==> run_1/placement_by_type.png <==
(4 px per µm)
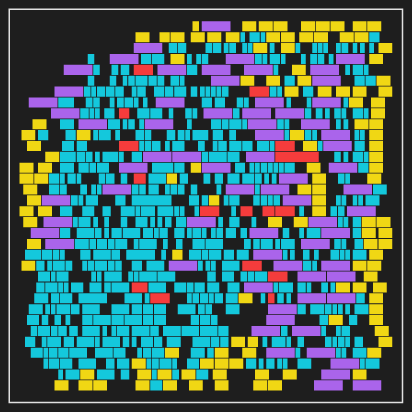
==> run_1/layer_met1.png <==
(4 px per µm)
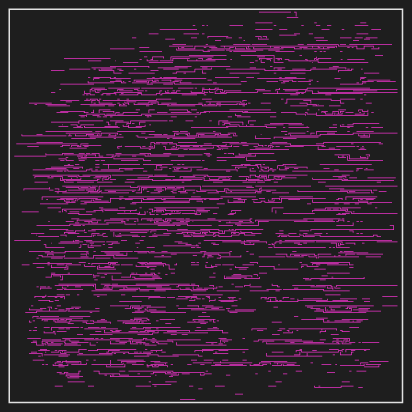
==> run_1/congestion.png <==
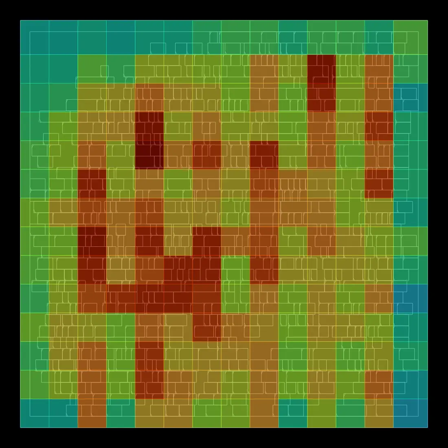
--- src/rtl/fb_pkg.sv ---
// Shared constants, types and helpers for the framebuffer scan arbiter.
// Geometry: 640x480 visible in an 800x525 raster; 160x120 RGB444 framebuffer,
// one framebuffer pixel per 4x4 screen block.
package fb_pkg;

  localparam int unsigned H_ACTIVE = 640;
  localparam int unsigned V_ACTIVE = 480;
  localparam int unsigned H_TOTAL  = 800;
  localparam int unsigned V_TOTAL  = 525;

  localparam int unsigned FB_W     = 160;
  localparam int unsigned FB_H     = 120;
  localparam int unsigned FB_WORDS = FB_W * FB_H;

  localparam int unsigned RGB_W    = 12;
  localparam int unsigned ADDR_W   = 15;
  localparam int unsigned X_W      = 11;
  localparam int unsigned Y_W      = 10;

  typedef logic [RGB_W-1:0]  rgb_t;
  typedef logic [ADDR_W-1:0] addr_t;

  typedef enum logic {
    IDLE  = 1'b0,
    CLEAR = 1'b1
  } state_t;

  // Linear framebuffer address of a block
  function automatic addr_t block_addr(input logic [7:0] row, input logic [8:0] col);
    return ADDR_W'(row) * ADDR_W'(FB_W) + ADDR_W'(col);
  endfunction

endpackage

--- src/rtl/fb_scan_arbiter_if.sv ---
// Bus bundle between the scan arbiter, the single-port framebuffer RAM, the
// draw writer and the clear requester.
//   mem_addr/mem_we/mem_wdata : RAM command (arbiter -> RAM)
//   mem_rdata                 : RAM read data, one cycle after the address
//   wr_req/wr_addr/wr_data    : writer request, held until wr_ack
//   wr_ack                    : one-cycle pulse, write completes in that cycle
//   clr_req/clr_color         : clear start pulse and fill colour
//   busy                      : clear in progress
// Modport slave is the arbiter side; master is the RAM/writer side.
interface fb_scan_arbiter_if;
  import fb_pkg::*;

  addr_t mem_addr;
  logic  mem_we;
  rgb_t  mem_wdata;
  rgb_t  mem_rdata;
  logic  wr_req;
  addr_t wr_addr;
  rgb_t  wr_data;
  logic  wr_ack;
  logic  clr_req;
  rgb_t  clr_color;
  logic  busy;

  modport slave (
    output mem_addr, mem_we, mem_wdata, wr_ack, busy,
    input  mem_rdata, wr_req, wr_addr, wr_data, clr_req, clr_color
  );

  modport master (
    input  mem_addr, mem_we, mem_wdata, wr_ack, busy,
    output mem_rdata, wr_req, wr_addr, wr_data, clr_req, clr_color
  );

endinterface

--- src/rtl/fb_scan_addr_gen.sv ---
// Display-slot detector and prefetch address generator.
// A slot is a curr_x[1:0]==1 cycle in which the scan must fetch the block it
// will show next: the block to the right on an active line, or block 0 of the
// next line's row at the end of the line (including wrap from the last line).
//   curr_x  in  11  scan column
//   curr_y  in  10  scan line
//   slot_c  out 1   this cycle is a display slot
//   addr_c  out 15  block address to read in the slot
module fb_scan_addr_gen
  import fb_pkg::*;
(
  input  logic [X_W-1:0] curr_x,
  input  logic [Y_W-1:0] curr_y,
  output logic           slot_c,
  output addr_t          addr_c
);

  logic [Y_W-1:0] ny;
  logic           phase1;

  always_comb begin
    ny     = (curr_y == Y_W'(V_TOTAL - 1)) ? '0 : curr_y + Y_W'(1);
    phase1 = (curr_x[1:0] == 2'd1);
    slot_c = 1'b0;
    addr_c = '0;
    if (phase1 && (curr_x < X_W'(H_ACTIVE - 4)) && (curr_y < Y_W'(V_ACTIVE))) begin
      // Fetch the next block along the current line
      slot_c = 1'b1;
      addr_c = block_addr(curr_y[Y_W-1:2], curr_x[X_W-1:2]) + ADDR_W'(1);
    end else if (phase1 && (curr_x == X_W'(H_TOTAL - 3)) && (ny < Y_W'(V_ACTIVE))) begin
      // Fetch the first block of the upcoming line
      slot_c = 1'b1;
      addr_c = block_addr(ny[Y_W-1:2], 9'd0);
    end
  end

endmodule

--- src/rtl/fb_scan_arbiter.sv ---
// Shares one single-port framebuffer RAM between the VGA scan (fixed-deadline
// reads), a draw writer (req/ack) and a full-screen clear sequencer, and drives
// the pixel colour back to vga_out.
//   clk, rst            clock and synchronous active-high reset
//   curr_x, curr_y      scan position from vga_out
//   red, green, blue    pixel colour to vga_out (combinational from pix_cur)
//   bus                 RAM / writer / clear bundle (slave side)
module fb_scan_arbiter
  import fb_pkg::*;
(
  input  logic             clk,
  input  logic             rst,
  input  logic [X_W-1:0]   curr_x,
  input  logic [Y_W-1:0]   curr_y,
  output logic [3:0]       red,
  output logic [3:0]       green,
  output logic [3:0]       blue,
  fb_scan_arbiter_if.slave bus
);

  state_t state, state_next;
  addr_t  cnt, cnt_next;
  rgb_t   clr_q, clr_next;
  logic   busy_q, busy_next;
  addr_t  addr_q;
  logic   slot_q;
  rgb_t   pix_cur, pix_next;

  logic   slot_c;
  addr_t  slot_addr_c;
  addr_t  addr_c;
  logic   we_c;
  rgb_t   wdata_c;
  logic   ack_c;
  rgb_t   rgb_c;

  fb_scan_addr_gen u_addr_gen (
    .curr_x (curr_x),
    .curr_y (curr_y),
    .slot_c (slot_c),
    .addr_c (slot_addr_c)
  );

  // State, clear counter, held address and pixel pipeline
  always_ff @(posedge clk) begin
    if (rst) begin
      state    <= IDLE;
      cnt      <= '0;
      clr_q    <= '0;
      busy_q   <= 1'b0;
      addr_q   <= '0;
      slot_q   <= 1'b0;
      pix_cur  <= '0;
      pix_next <= '0;
    end else begin
      state  <= state_next;
      cnt    <= cnt_next;
      clr_q  <= clr_next;
      busy_q <= busy_next;
      addr_q <= addr_c;
      slot_q <= slot_c;
      if (slot_q) begin
        pix_next <= bus.mem_rdata;
      end
      // Swap in the prefetched block on the last pixel of the current block
      if (curr_x[1:0] == 2'd3) begin
        pix_cur <= pix_next;
      end
    end
  end

  // Arbitration and clear FSM; the display slot always owns the RAM.
  // Outputs are gated during reset so an aborted clear cannot land one more word.
  always_comb begin
    state_next = state;
    cnt_next   = cnt;
    clr_next   = clr_q;
    busy_next  = busy_q;
    addr_c     = addr_q;
    we_c       = 1'b0;
    wdata_c    = '0;
    ack_c      = 1'b0;
    if (!rst) begin
      if (slot_c) begin
        addr_c = slot_addr_c;
      end
      unique case (state)
        IDLE: begin
          if (bus.clr_req) begin
            clr_next   = bus.clr_color;
            cnt_next   = '0;
            busy_next  = 1'b1;
            state_next = CLEAR;
          end else if (bus.wr_req && !slot_c) begin
            ack_c = 1'b1;
            // Out-of-range writes are acknowledged and dropped
            if (bus.wr_addr < ADDR_W'(FB_WORDS)) begin
              addr_c  = bus.wr_addr;
              wdata_c = bus.wr_data;
              we_c    = 1'b1;
            end
          end
        end
        CLEAR: begin
          if (!slot_c) begin
            addr_c  = cnt;
            wdata_c = clr_q;
            we_c    = 1'b1;
            if (cnt == ADDR_W'(FB_WORDS - 1)) begin
              cnt_next   = '0;
              busy_next  = 1'b0;
              state_next = IDLE;
            end else begin
              cnt_next = cnt + ADDR_W'(1);
            end
          end
        end
        default: state_next = IDLE;
      endcase
    end
  end

  // Blank outside the visible area
  always_comb begin
    rgb_c = '0;
    if ((curr_x < X_W'(H_ACTIVE)) && (curr_y < Y_W'(V_ACTIVE))) begin
      rgb_c = pix_cur;
    end
  end

  assign red           = rgb_c[11:8];
  assign green         = rgb_c[7:4];
  assign blue          = rgb_c[3:0];
  assign bus.mem_addr  = addr_c;
  assign bus.mem_we    = we_c;
  assign bus.mem_wdata = wdata_c;
  assign bus.wr_ack    = ack_c;
  assign bus.busy      = busy_q;

endmodule

--- src/flat_wrapper.sv ---
// flat-port wrapper written by rule: the top's interface ports become plain ports
module fb_scan_arbiter_flat import fb_pkg::*;
  (clk, rst, curr_x, curr_y, red, green, blue, bus_mem_addr, bus_mem_we, bus_mem_wdata, bus_wr_ack, bus_busy, bus_mem_rdata, bus_wr_req, bus_wr_addr, bus_wr_data, bus_clr_req, bus_clr_color);
  fb_scan_arbiter_if bus_i ();
  input  logic clk;
  input  logic rst;
  input  logic [X_W-1:0] curr_x;
  input  logic [Y_W-1:0] curr_y;
  output logic [3:0] red;
  output logic [3:0] green;
  output logic [3:0] blue;
  output wire logic [$bits(bus_i.mem_addr)-1:0] bus_mem_addr;
  output wire logic [$bits(bus_i.mem_we)-1:0] bus_mem_we;
  output wire logic [$bits(bus_i.mem_wdata)-1:0] bus_mem_wdata;
  output wire logic [$bits(bus_i.wr_ack)-1:0] bus_wr_ack;
  output wire logic [$bits(bus_i.busy)-1:0] bus_busy;
  input wire logic [$bits(bus_i.mem_rdata)-1:0] bus_mem_rdata;
  input wire logic [$bits(bus_i.wr_req)-1:0] bus_wr_req;
  input wire logic [$bits(bus_i.wr_addr)-1:0] bus_wr_addr;
  input wire logic [$bits(bus_i.wr_data)-1:0] bus_wr_data;
  input wire logic [$bits(bus_i.clr_req)-1:0] bus_clr_req;
  input wire logic [$bits(bus_i.clr_color)-1:0] bus_clr_color;
  assign bus_mem_addr = bus_i.mem_addr;
  assign bus_mem_we = bus_i.mem_we;
  assign bus_mem_wdata = bus_i.mem_wdata;
  assign bus_wr_ack = bus_i.wr_ack;
  assign bus_busy = bus_i.busy;
  assign bus_i.mem_rdata = bus_mem_rdata;
  assign bus_i.wr_req = bus_wr_req;
  assign bus_i.wr_addr = bus_wr_addr;
  assign bus_i.wr_data = bus_wr_data;
  assign bus_i.clr_req = bus_clr_req;
  assign bus_i.clr_color = bus_clr_color;
  fb_scan_arbiter u_core (.clk(clk), .rst(rst), .curr_x(curr_x), .curr_y(curr_y), .red(red), .green(green), .blue(blue), .bus(bus_i));
endmodule
--- config.mk ---
export PLATFORM = sky130hd
export DESIGN_NAME = fb_scan_arbiter_flat
export DESIGN_NICKNAME = d
export VERILOG_FILES = /design/src/rtl/fb_pkg.sv /design/src/rtl/fb_scan_arbiter_if.sv /design/src/rtl/fb_scan_addr_gen.sv /design/src/rtl/fb_scan_arbiter.sv /design/src/flat_wrapper.sv
export SDC_FILE = /design/constraint.sdc
export NUM_CORES = 1
export LEC_CHECK = 0
export CORE_MARGIN = 2
export CORE_UTILIZATION = 54
export CTS_CLUSTER_DIAMETER = 60
export CTS_CLUSTER_SIZE = 20
export DETAILED_ROUTE_END_ITERATION = 12
export GPL_ROUTABILITY_DRIVEN = 0
export PLACE_DENSITY = 0.85
export SLEW_MARGIN = 10
export SYNTH_ARGS = -nofsm -noshare
export SYNTH_HDL_FRONTEND = slang
export SYNTH_SLANG_ARGS = --single-unit
--- constraint.sdc ---
create_clock -name clk -period 6.6 [get_ports clk]
set_clock_uncertainty 0.1 [all_clocks]
set_input_delay 0.99 -clock clk [delete_from_list [all_inputs] [get_ports clk]]
set_output_delay 0.99 -clock clk [all_outputs]
set_load 0.005 [all_outputs]
==> flow_summary.toml, run 1 <==
# implementation run metrics
[status]
status = "complete, no violations"

[hold_path]
hold_path_depth = 2
min_path_type = "reg2reg"

[final_layout]
lay_top_count = "clkdlybuf4s50_1"
fill_cells = 708
logic_area_um2 = 3190
syn_to_final_growth_pct = 30.1
num-nets-final = 828
layout_top_cells = "116 x clkdlybuf4s50_1, 89 x nand2_1, 69 x dfxtp_1"
antennaDiodeCount = 0
drive_gt1_share_pct = 5.38
flop_area_um2 = 1380

[final_timing]
hold_viol_final = 0
drv_slew = 0
grt_setup_unrepaired = "no"
post-route-period-util_pct = 92.4
fmax_mhz = 164
setup-violations-final = 0
fin_crit_ns = 6.10
slew_headroom_pct = 29.6
finalSetupTns_ns = 0
max_slew.worst_pin.slew_ns = 1.05
worst_slack_ns = 0.504

[cts]
holdBufCountCts = 0
cts.clk_slew.worst_paths_ns = 0.08
cts_sinks = 69
postCtsSetupRepairBufs = 0
numCtsBuffers = 9
clk_latency_ns = 0.36
cts_resized = 0
cts_root_buf = "clkbuf_8"
htreeDepth = 3
cts_tree = "yes"
clockBufferDepth = 2

[setup_path]
start_kind = "input pin"
path_buffers = 3
ff2ff_path_depth = 5
worstSetupEndpointType = "output port"
cp_num_cells = 16
slowest_stage = "clkdlybuf4s50_1"
crit_required_ns = 5.51
cp_top_family = "buffers and inverters"
slowest_delay_ns = 0.69
crit_arrival_ns = 5.01
worstSetupPathType = "in2out"
crit_fanout = 11
path_cells = "clkdlybuf4s50_1 -> nor4b_1 -> and4_1 -> nor2_1 -> ha_1 -> ha_1 -> inv_1 -> fa_1 -> nor2b_1 -> o21ai_0 -> a21boi_0 -> o21ai_0 -> a41o_1 -> a211oi_1 -> a21o_1 -> clkdlybuf4s50_1"

[synth]
postSynthCellCount = 615
netlist_area_um2 = 4760
ff_type = "dfxtp_1"
ys_cells = 615
ys.flops = 69
edf_count = 0
async_flop_share_pct = 0
avgSynthCellArea_um2 = 7.75
ys_seq_share_pct = 29.0
yosys-stat-area_um2 = 4760
fp_nets = 723
yosys_warnings = 0
ys_types = 71

[detailed_routing]
wire_per_inst_um = 15.8
ant_nets = 0
vias_per_cell = 5.92
drt_iter0_markers = 225
dr.pass1.iters = 5
drc = 0

[floorplan]
die_x_um = 97.9
fp_util_pct = 55.2
die-area_um2 = 9590
io_pins = 118
rows = 34
fp.dieH_um = 97.9

[global_route]
grt_pass1_wl_mm = 22.0
grt_pass1_vias = 4665
grt_max_degree = 63
grtUsageTotal_pct = 27.7
gr-total-overflow = 0
antenna_found_initial = 0

[flow_run]
tool_warnings = 26
drv_cap = 0

[pwr]
p_leak_uw = 0.00237
vdd_drop_max_mv = 0.101
power.density_nw_per_um2 = 178

[placed_design]
dp_hpwl_mm = 9.96
dp_slack_ns = 0.588
portBuffers = 117
Back to the opening pictures, placement_by_type.png:
Key: red = clock drivers and dummy loads [cells 16]; cyan = combinational and other logic [cells 517]; yellow = other buffers and delay cells [cells 123]; purple = flops [cells 69]
final instance area: 6200 µm²
core footprint: 8640 µm²
fin util: 71.8%

Back to the opening pictures, layer_met1.png:
The wires run mostly horizontal. The longest straight run is 29.0 µm. 749 nets have wire on it. The layer carries 5800 µm of wire.
via count: 4935
met1 Resource Use GR: 35.6%
total wire length: 13.1 mm

Back to the opening pictures, congestion.png:
met2 Track Usage GR: 45.8%
Most Crowded Layer GR: met2

-- run 1: area by class of cell --
class / instances / area share (%)
Timing Repair Buffer: 123 / 19.5
Inverter: 20 / 1.21
Clock inverter: 7 / 1.29
Multi-Input combinational cell: 497 / 51.5
Clock buffer: 9 / 2.00
Sequential cell: 69 / 22.3
Tap cell: 108 / 2.18
-- run 1: path summary, 6_finish.rpt --
kind	end	slack, ns	startpoint
max	bus_mem_addr[14]	0.50	curr_y[9]
max reg2reg	u_core.cnt[12]	3.43	u_core.state
min	u_core.pix_cur[2]	0.35	u_core.pix_next[2]
min reg2reg	u_core.pix_cur[2]	0.35	u_core.pix_next[2]
-- run 1: stage by stage --
stage          hold slack (ns)  power, µW  area [µm²]  std cells
2_1_floorplan            0.331        620        4760        615
3_3_place_gp             0.335        735        5990        817
3_5_place_dp             0.344        743        5990        817
4_1_cts                  0.355       1100        6200        833
5_1_grt                  0.374       1160        6200        833
6_report                 0.352       1100        6200        833
-- run 1: per-layer routing --
| layer | share of wire, % | vias up | track usage, % |
|---|---|---|---|
| met5 | 0 | - | 0 |
| met4 | 2.8 | 0 | 11.4 |
| met3 | 5.3 | 32 | 5.01 |
| met2 | 48 | 145 | 45.8 |
| met1 | 44 | 2316 | 35.6 |
| li1 | - | 2442 | - |
-- run 1: flip-flops by register name, summed over array words and instances, names as in the netlist --
register	cells
u_core.addr_q	15
u_core.bus.busy	1
u_core.clr_q	12
u_core.cnt	15
u_core.pix_cur	12
u_core.pix_next	12
u_core.slot_q	1
u_core.state	1
-- run 1: cell usage after synthesis (4+ instances only) --
cell type / count / area (µm²)
nand2_1: 89 / 334
dfxtp_1: 69 / 1380
a31oi_1: 5 / 31.3
a221oi_1: 5 / 43.8
nand4_1: 6 / 37.5
buf_1: 5 / 18.8
nand2b_1: 4 / 25.0
inv_1: 19 / 71.3
nor3b_1: 4 / 30.0
xor2_1: 16 / 140
nor3_1: 11 / 55.1
o21ai_1: 5 / 25.0
a21oi_1: 51 / 255
a21o_1: 14 / 105
nand3_1: 19 / 95.1
or3_1: 6 / 37.5
mux2i_1: 13 / 130
o21ai_0: 16 / 80.1
nor2_1: 66 / 248
xnor2_1: 10 / 87.6
o31ai_1: 8 / 60.1
and4_1: 5 / 43.8
ha_1: 30 / 375
nor2b_1: 8 / 50.1
a211oi_1: 8 / 60.1
nor4_1: 6 / 37.5
clkbuf_1: 20 / 75.1
and2_1: 16 / 100
a22oi_1: 15 / 113
-- run 1: kinds of logic after synthesis --
kind of cell    count (synthesis)  synth area share [%]
mux                            16                  3.44
buf+inv                        49                  4.23
xor+xnor                       26                  4.78
compound gates                161                  23.1
simple gates                  262                  26.7
fa+ha+maj                      32                  8.72
flops                          69                  29.0
-- run 1: worst register-to-register path: stages (launching register included) --
cell and delay, ns:
dfxtp_1 1.00, clkinv_1 0.60, a2111oi_4 0.72, and2_1 0.41
a21oi_1 0.11, o21ai_1 0.17
-- run 1: power breakdown --
| part | internal (µW) | leakage (µW) | switching, µW |
|---|---|---|---|
| Clock | 180 | 0.000103 | 183 |
| Combinational | 148 | 0.00170 | 150 |
| Sequential | 429 | 0.000561 | 11.4 |
==> run_1/detail.png <==
Region (12, 61) to (37, 86) µm. Cells in gray, sequential cells in the stronger gray; small squares are vias.
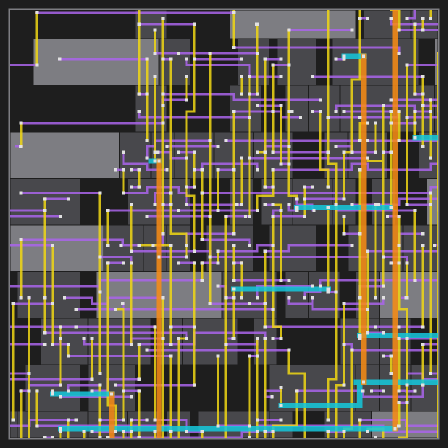

==> inputs of run 2 (changes only) <==
--- a/config.mk
+++ b/config.mk
@@ -6,12 +6,12 @@
 export NUM_CORES = 1
 export LEC_CHECK = 0
 export CORE_MARGIN = 2
-export CORE_UTILIZATION = 54
+export CORE_UTILIZATION = 50
 export CTS_CLUSTER_DIAMETER = 60
 export CTS_CLUSTER_SIZE = 20
 export DETAILED_ROUTE_END_ITERATION = 12
 export GPL_ROUTABILITY_DRIVEN = 0
-export PLACE_DENSITY = 0.85
+export PLACE_DENSITY = 0.8
 export SLEW_MARGIN = 10
 export SYNTH_ARGS = -nofsm -noshare
 export SYNTH_HDL_FRONTEND = slang
==> constraint.sdc (replaced) <==
create_clock -name clk -period 6.7 [get_ports clk]
set_clock_uncertainty 0.1 [all_clocks]
set_input_delay 1.005 -clock clk [delete_from_list [all_inputs] [get_ports clk]]
set_output_delay 1.005 -clock clk [all_outputs]
set_load 0.005 [all_outputs]
==> run_2/detail.png <==
Region (13, 64) to (38, 89) µm. Cells in gray, sequential cells in the stronger gray; small squares are vias.
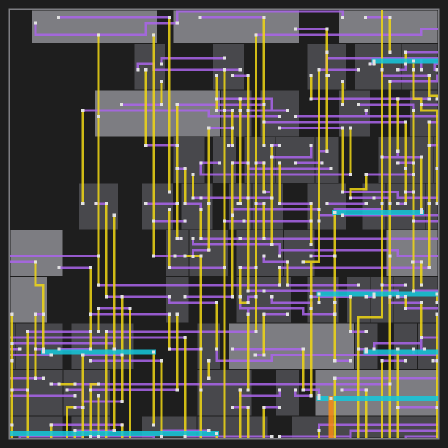
Key: purple = metal 1; yellow = metal 2; cyan = metal 3; orange = metal 4
49 logic cells have their middle in the window. Sequential cells in the window: 6. Most frequent: nor2_1 (6), dfxtp_1 (6), inv_1 (5). Netlist names of flops here include u_core.cnt (5), u_core.addr_q (1).

==> run_2/placement_by_type.png <==
(4 px per µm)
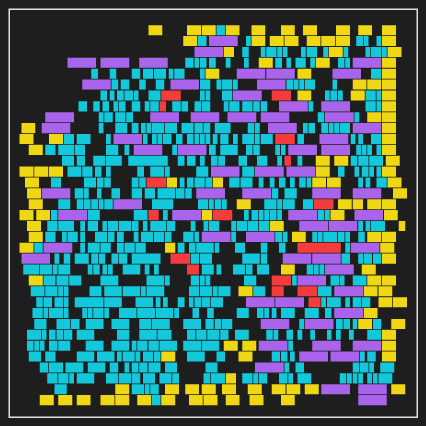
sequential cell area share: 22.2%
fin util: 67.4%
final instance area: 6230 µm²

==> run_2/congestion.png <==
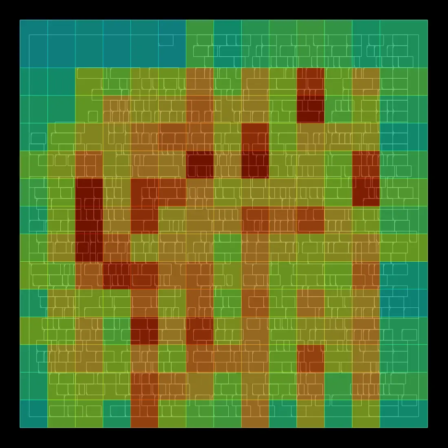
routed len/inst: 15.7 µm
met3 usage: 3.86%

==> run 2 against run 1 <==
Cell count increased by 2.6%. Cell area grew 0.44%. Register-to-register slack better by 0.77 ns. First-iteration DRC count increased by 38%. Combinational power about the same. Critical path depth unchanged. Sequential share of layout area decreased by 0.099 points. Core utilization is 4.4 points lower. Global-route usage is 1.2 points lower. Via count up 1.1%. Die area grew 7.7%. Critical endpoint unchanged.
==> flow_summary.toml, run 2 <==
# implementation run metrics
[final_layout]
fin_cells = 855
syn_to_final_growth_pct = 30.7
biggestRegsByFlops = "u_core.addr_q (15), u_core.cnt (15)"
layout_top_cells = "116 x clkdlybuf4s50_1, 89 x nand2_1, 69 x dfxtp_1"
antennaDiodeCount = 0
num-nets-final = 829
drive_gt1_share_pct = 5.51
fill_cells = 796
lay_top_count = "clkdlybuf4s50_1"

[cts]
htreeDepth = 3
clockBufferDepth = 2
postCtsSetupRepairBufs = 0
cts_tree = "yes"
cts.clk_slew.worst_paths_ns = 0.07
cts_sinks = 69
cts_resized = 0
holdBufCountCts = 0
cts_root_buf = "clkbuf_8"
numCtsBuffers = 9
clk_latency_ns = 0.34

[setup_path]
crit_fanout = 11
timing.rr.end = "u_core.cnt[14]"
reg2reg_from = "u_core.state"
slowest_delay_ns = 0.67
worstSetupPathType = "in2out"
ff2ff_path_depth = 6
path_cells = "clkdlybuf4s50_1 -> nor4b_1 -> and4_1 -> nor2_1 -> ha_1 -> ha_1 -> inv_1 -> fa_1 -> nor2b_1 -> o21ai_0 -> a21boi_0 -> o21ai_0 -> a41o_1 -> a211oi_1 -> a21o_1 -> clkdlybuf4s50_1"
crit_required_ns = 5.59
ff2ff_setup_slack_ns = 4.20
start_kind = "input pin"
worstSetupEndpointType = "output port"
crit_arrival_ns = 5.02
slowest_stage = "clkdlybuf4s50_1"

[final_timing]
drv_slew = 0
setup-violations-final = 0
fmax_mhz = 163
finalSetupTns_ns = 0
slew_headroom_pct = 28.5
max_slew.worst_pin.slew_ns = 1.07
fin_crit_ns = 6.12
post-route-period-util_pct = 91.4
grt_setup_unrepaired = "no"
hold_viol_final = 0

[synth]
ys_seq_share_pct = 29.0
yosys.area.top_type_share_pct = 29.0
ff_type = "dfxtp_1"
async_flop_share_pct = 0
yosys-stat-area_um2 = 4760
yosys_warnings = 0
yosys.area.top_type = "dfxtp_1"
ys_types = 71
fp_nets = 723
netlist_area_um2 = 4760
ys_cells = 615
common_cells = "89 x nand2_1, 69 x dfxtp_1, 66 x nor2_1, 51 x a21oi_1, 30 x ha_1"
edf_count = 0
ys.flops = 69
synth.most_common_cell = "nand2_1"
postSynthCellCount = 615
yosys-top-cells-area = "dfxtp_1 29%, ha_1 7.9%, nand2_1 7.0%"
avgSynthCellArea_um2 = 7.75

[floorplan]
io_pins = 118
fp_util_pct = 51.6
die_x_um = 102
rows = 35
die-area_um2 = 10300
core_area_um2 = 9240
fp.dieH_um = 102

[global_route]
gr-total-overflow = 0
grt_pass1_wl_mm = 22.1
grt_max_degree = 62
grtUsageTotal_pct = 26.5
antenna_found_initial = 0
grt_pass1_vias = 4760

[detailed_routing]
vias_per_cell = 5.84
dr.pass1.iters = 5
ant_nets = 0
routed_wl_mm = 13.4
drt_iter0_markers = 310
vias = 4991
drc = 0

[pwr]
power.density_nw_per_um2 = 172
vdd_drop_max_mv = 0.0965
finalPower_uw = 1070
p_leak_uw = 0.00237

[status]
status = "complete, no violations"

[placed_design]
portBuffers = 117
dp.cells = 839
dp_hpwl_mm = 10.1

[hold_path]
min_to = "u_core.pix_cur[9]"
hold_path_depth = 2
min_path_type = "reg2reg"
hold_start = "u_core.pix_cur[9]"

[flow_run]
tool_warnings = 26
drv_cap = 0
run 2: cell counts after synthesis:
Identical to the previous run, type by type.
run 2: worst max-delay path, delay by kind of cell:
family / cells / cell delay, ns
compound gates: 6 / 1.07
fa+ha+maj: 3 / 0.90
buf+inv: 3 / 1.23
simple gates: 4 / 0.80
run 2: through the flow:
stage / setup WS, ns / utilization (%) / hold WS [ns] / area (µm²)
global placement: 0.802 / 65.2 / 0.335 / 6030
CTS: 0.673 / 67.4 / 0.354 / 6230
finish: 0.579 / 67.4 / 0.353 / 6230
detailed placement: 0.708 / 65.2 / 0.344 / 6030
floorplan: 2.13 / - / 0.331 / 4760
global route: 0.272 / 67.4 / 0.374 / 6230
run 2: cell type report:
type	count	area [µm²]	area share (%)
clock buffer	9	124	1.99
clock inverter	7	73.8	1.19
inverter	20	75.1	1.21
multi-input combinational	497	3190	51.3
sequential	69	1380	22.2
tap	129	161	2.59
timing repair buffer	124	1220	19.6
run 2: cell families (layout without fill, tap and decap cells):
| family | after synthesis | in the layout | share of synthesized area [%] |
|---|---|---|---|
| xor+xnor | 26 | 26 | 4.78 |
| simple gates | 262 | 262 | 26.7 |
| mux | 16 | 16 | 3.44 |
| compound gates | 161 | 161 | 23.1 |
| flops | 69 | 69 | 29.0 |
| fa+ha+maj | 32 | 32 | 8.72 |
| buf+inv | 49 | 160 | 4.23 |
run 2: how the worst max path moves through the flow:
stage                     cells after the start          endpoint      start  slack [ns]
final                                        16  bus_mem_addr[14]  curr_y[9]        0.58
after global routing                         16  bus_mem_addr[14]  curr_y[9]        0.27
after CTS                                    16  bus_mem_addr[14]  curr_y[9]        0.67
after detailed placement                     16  bus_mem_addr[14]  curr_y[9]        0.71
after global placement                       16  bus_mem_addr[14]  curr_y[9]        0.80
after floorplan                              14  bus_mem_addr[14]  curr_y[6]        2.13
run 2: layer usage:
layer,vias to the layer above,global-route usage (%),part of all wire [%]
met4,0,11.5,2.8
met5,-,0,0
met2,214,43.4,46
met1,2307,34.6,45
met3,32,3.86,6.7
li1,2438,-,-
run 2: report_power, final:
group          leakage [µW]  total [µW]  switching (µW)  internal (µW)
Sequential         0.000561         431            7.93            423
Clock             0.0000996         346             173            173
Combinational       0.00171         297             150            146
Total               0.00237        1070             331            742
Power figures rest on the tool's default switching activity, not on a simulated workload.
